<file path="src/rtl/rx.sv">
// RX: oversampled serial receiver with a 2-flop input synchronizer.
// Frame: start bit, DATA_SIZE data bits LSB first, one stop bit, no parity.
module rx #(
    parameter int DATA_SIZE  = 7,
    parameter int OVERSAMPLE = 16
) (
    input  logic                 clk,
    input  logic                 reset,
    input  logic                 sample_tick,
    input  logic                 data_in,
    input  logic                 ack,
    output logic [DATA_SIZE-1:0] d_o,
    output logic                 rx_ready,
    output logic                 overrun,
    output logic                 frame_err,
    output logic                 busy
);
    localparam int TW = (OVERSAMPLE > 1) ? $clog2(OVERSAMPLE) : 1;
    localparam int BW = (DATA_SIZE > 1) ? $clog2(DATA_SIZE) : 1;
    localparam logic [TW-1:0] T_MID = TW'(OVERSAMPLE / 2 - 1);
    localparam logic [TW-1:0] T_END = TW'(OVERSAMPLE - 1);
    localparam logic [BW-1:0] B_END = BW'(DATA_SIZE - 1);

    typedef enum logic [2:0] {
        IDLE,
        START,
        DATA,
        STOP,
        BREAK
    } state_t;

    state_t               state_q, state_d;
    logic [TW-1:0]        tick_q, tick_d;
    logic [BW-1:0]        bit_q, bit_d;
    logic [DATA_SIZE-1:0] sh_q, sh_d;
    logic                 sync1, rx_s;
    logic                 done, fe_d;

    always_comb begin
        state_d = state_q;
        tick_d  = tick_q;
        bit_d   = bit_q;
        sh_d    = sh_q;
        done    = 1'b0;
        fe_d    = 1'b0;
        if (sample_tick) begin
            unique case (state_q)
                IDLE: begin
                    if (!rx_s) begin
                        state_d = START;
                        tick_d  = '0;
                    end
                end
                START: begin
                    if (tick_q == T_MID) begin
                        tick_d  = '0;
                        bit_d   = '0;
                        state_d = rx_s ? IDLE : DATA;
                    end else begin
                        tick_d = tick_q + 1'b1;
                    end
                end
                DATA: begin
                    if (tick_q == T_END) begin
                        tick_d = '0;
                        sh_d   = {rx_s, sh_q[DATA_SIZE-1:1]};
                        if (bit_q == B_END) begin
                            bit_d   = '0;
                            state_d = STOP;
                        end else begin
                            bit_d = bit_q + 1'b1;
                        end
                    end else begin
                        tick_d = tick_q + 1'b1;
                    end
                end
                STOP: begin
                    if (tick_q == T_END) begin
                        tick_d = '0;
                        if (rx_s) begin
                            done    = 1'b1;
                            state_d = IDLE;
                        end else begin
                            fe_d    = 1'b1;
                            state_d = BREAK;
                        end
                    end else begin
                        tick_d = tick_q + 1'b1;
                    end
                end
                // hold off until the line returns high so a break is not a start
                BREAK: begin
                    if (rx_s) state_d = IDLE;
                end
                default: state_d = IDLE;
            endcase
        end
    end

    always_ff @(posedge clk) begin
        if (!reset) begin
            sync1     <= 1'b1;
            rx_s      <= 1'b1;
            state_q   <= IDLE;
            tick_q    <= '0;
            bit_q     <= '0;
            sh_q      <= '0;
            d_o       <= '0;
            rx_ready  <= 1'b0;
            overrun   <= 1'b0;
            frame_err <= 1'b0;
        end else begin
            sync1     <= data_in;
            rx_s      <= sync1;
            state_q   <= state_d;
            tick_q    <= tick_d;
            bit_q     <= bit_d;
            sh_q      <= sh_d;
            frame_err <= fe_d;
            // a completing word takes priority over a same-cycle ack
            if (done) begin
                d_o      <= sh_q;
                rx_ready <= 1'b1;
            end else if (ack) begin
                rx_ready <= 1'b0;
            end
            if (done && rx_ready && !ack) overrun <= 1'b1;
            else if (ack) overrun <= 1'b0;
        end
    end

    assign busy = (state_q != IDLE);

endmodule

</file>
<file path="config.mk">
export PLATFORM = sky130hd
export DESIGN_NAME = rx
export DESIGN_NICKNAME = d
export VERILOG_FILES = /design/src/rtl/rx.sv
export SDC_FILE = /design/constraint.sdc
export NUM_CORES = 1
export LEC_CHECK = 0
export ABC_AREA = 1
export CAP_MARGIN = 5
export CORE_MARGIN = 10
export CORE_UTILIZATION = 50
export CTS_BUF_LIST = sky130_fd_sc_hd__clkbuf_16
export DETAILED_ROUTE_END_ITERATION = 8
export PLACE_DENSITY_LB_ADDON = 0.15
export SLEW_MARGIN = 10
export SYNTH_ARGS = -nofsm -noshare
export SYNTH_HDL_FRONTEND = slang
export SYNTH_SLANG_ARGS = --single-unit
export TNS_END_PERCENT = 10
</file>
<file path="constraint.sdc">
create_clock -name clk -period 1.9 [get_ports clk]
set_input_delay 0.38 -clock clk [delete_from_list [all_inputs] [get_ports clk]]
set_output_delay 0.38 -clock clk [all_outputs]
set_load 0.02 [all_outputs]
</file>
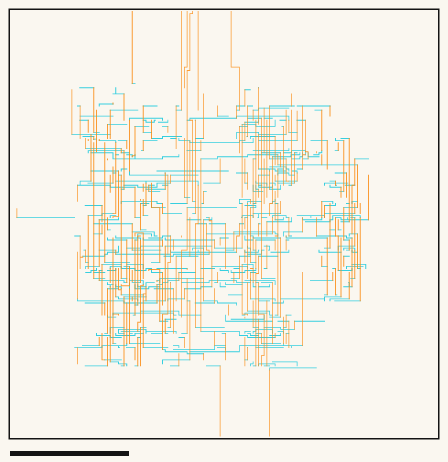
Run 1: signal wires by layer
The bar under the picture is 20 µm long. Two of the layers only.
Key: orange = met2 [wire length 1560 µm]; cyan = met1 [wire length 1210 µm]
DR WL/cell: 12.9 µm
Via Count: 1244
GRT Util Overall: 12.8%
final wirelength: 3040 µm

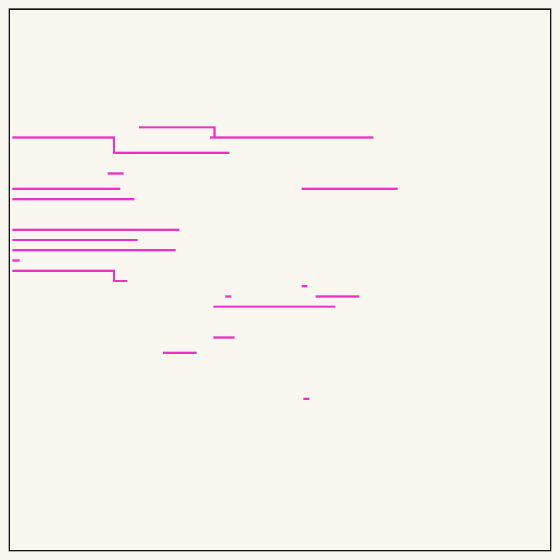
Run 1: M3 wires
The longest straight run is 21.8 µm. The layer holds 7.0% of the routed length. The layer carries 212 µm of wire.
met3 Resource Use GR: 6.47%

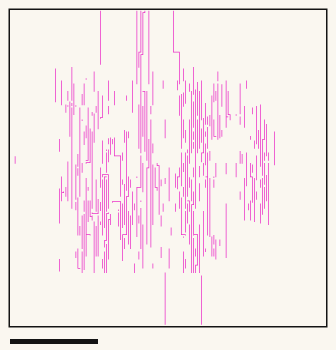
Run 1: M2 wires
The bar under the picture is 20 µm long.
176 nets have wire on it. The wires run mostly vertical. The longest straight run is 28.9 µm. The layer holds 51% of the routed length. The layer carries 1560 µm of wire.
met2 usage: 22.2%

==> impl_metrics.tcl, run 1 <==
# yosys + openroad results
set metrics [dict create \
    hold_class "register to register" \
    r2r_setup_slack_ns 0.30 \
    xor_area_share_pct 0 \
    top_usage_layer "met2" \
    fin_nets 211 \
    finClkSkew_ns 0.00361 \
    die_x_um 71.7 \
    ios 16 \
    numPortBuffers 15 \
    cpMaxStageDelayCell "clkdlybuf4s50_1" \
    outcome "completed" \
    seq-cell-share_pct 34.4 \
    sw_frac_of_total_pct 29.1 \
    dp_cells 228 \
    tool_warnings 26 \
    comb-cell-share_pct 39.0 \
    yosys.stat.seqShare_pct 43.5 \
    bufAreaShareNonClock_pct 10.2 \
    adder_share_pct 0.937 \
    logic_area_um2 659 \
    ys.flops 29 \
    dr_wl_met2_um 1560 \
    cap_violations 0 \
    powerSeq_mw 0.688 \
]
==> inputs of run 2 (changes only) <==
--- a/config.mk
+++ b/config.mk
@@ -5,7 +5,6 @@
 export SDC_FILE = /design/constraint.sdc
 export NUM_CORES = 1
 export LEC_CHECK = 0
-export ABC_AREA = 1
 export CAP_MARGIN = 5
 export CORE_MARGIN = 10
 export CORE_UTILIZATION = 50
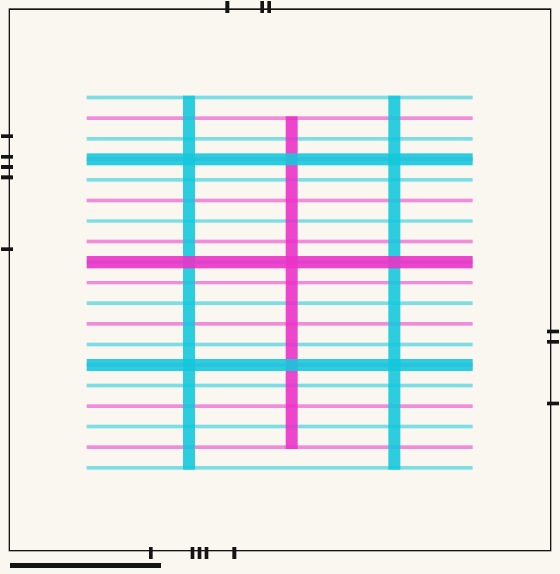
Run 2: power grid
The bar under the picture is 20 µm long. Pins as bars on the die edge.
Key: magenta = VDD; cyan = VSS
The core has 18 rows. 16 signal pins sit on the boundary.
Die Ht: 71.4 µm
peak supply drop: 0.000847 V
CORE AREA: 0.00250 mm²
width of the die: 71.4 µm

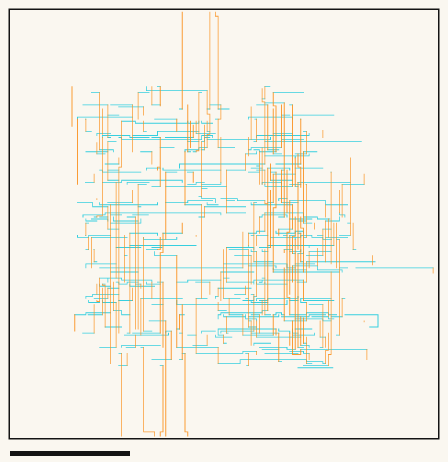
Run 2: signal wires by layer
The bar under the picture is 20 µm long. Two of the layers only.
Key: cyan = met1 [wire length 1200 µm]; orange = met2 [wire length 1280 µm]
GRT Util Overall: 11.2%
final wirelength: 2700 µm
Via Count: 1009

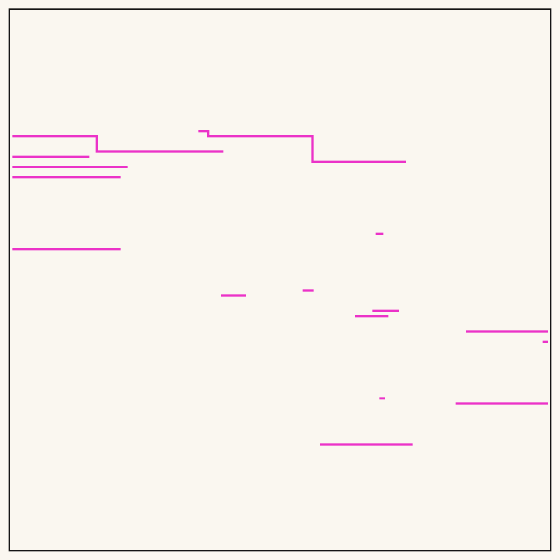
Run 2: M3 wires
The wires run mostly horizontal. The layer holds 6.0% of the routed length.
met3 Resource Use GR: 5.79%

==> impl_metrics.tcl, run 2 <==
# yosys + openroad results
set metrics [dict create \
    fin_util_pct 66.2 \
    edf_count 0 \
    tool_warnings 26 \
    ys.flops 29 \
    grt_use_met2_pct 18.0 \
    firstDrtPassIters 4 \
    wire_per_inst_um 14.3 \
    cpMaxStageDelayCell "or3_2" \
    synthTopCellsByCount "29 x dfxtp_1, 14 x nand2_1, 11 x nor2b_1, 9 x nand3_1" \
    outcome "completed" \
    hold_class "register to register" \
    cellPowerDensity_mw_per_mm2 847 \
    fillCellCount 211 \
    cap_violations 0 \
    dr_wl_met2_um 1280 \
    fin_nets 164 \
    r2r_setup_slack_ns 0.21 \
    yosys.stat.seqShare_pct 43.9 \
    adder_share_pct 0.946 \
    powerSeq_mw 0.616 \
    numPortBuffers 15 \
    dp_cells 181 \
    via_per_inst 5.34 \
    finalInstanceArea_mm2 0.00165 \
    finalCritPeriodShare_pct 91.5 \
    net-switching-power_mw 0.290 \
    finClkSkew_ns 0.00325 \
    top_usage_layer "met2" \
    num-multi-input-gates 97 \
    seq-cell-share_pct 35.1 \
    top_cells_by_area "dfxtp_1 44%, mux2i_1 6.1%, nor2b_1 5.2%" \
    worst_ep_required_time_ns 1.52 \
    ys_sh_simple_pct 28.0 \
    post-place-ws_ns 0.00758 \
    cp-end-kind "output pin" \
    bufAreaShareNonClock_pct 13.8 \
    ios 16 \
    logic_area_um2 666 \
    xor_area_share_pct 0.662 \
    sw_frac_of_total_pct 20.7 \
    comb-cell-share_pct 40.2 \
]
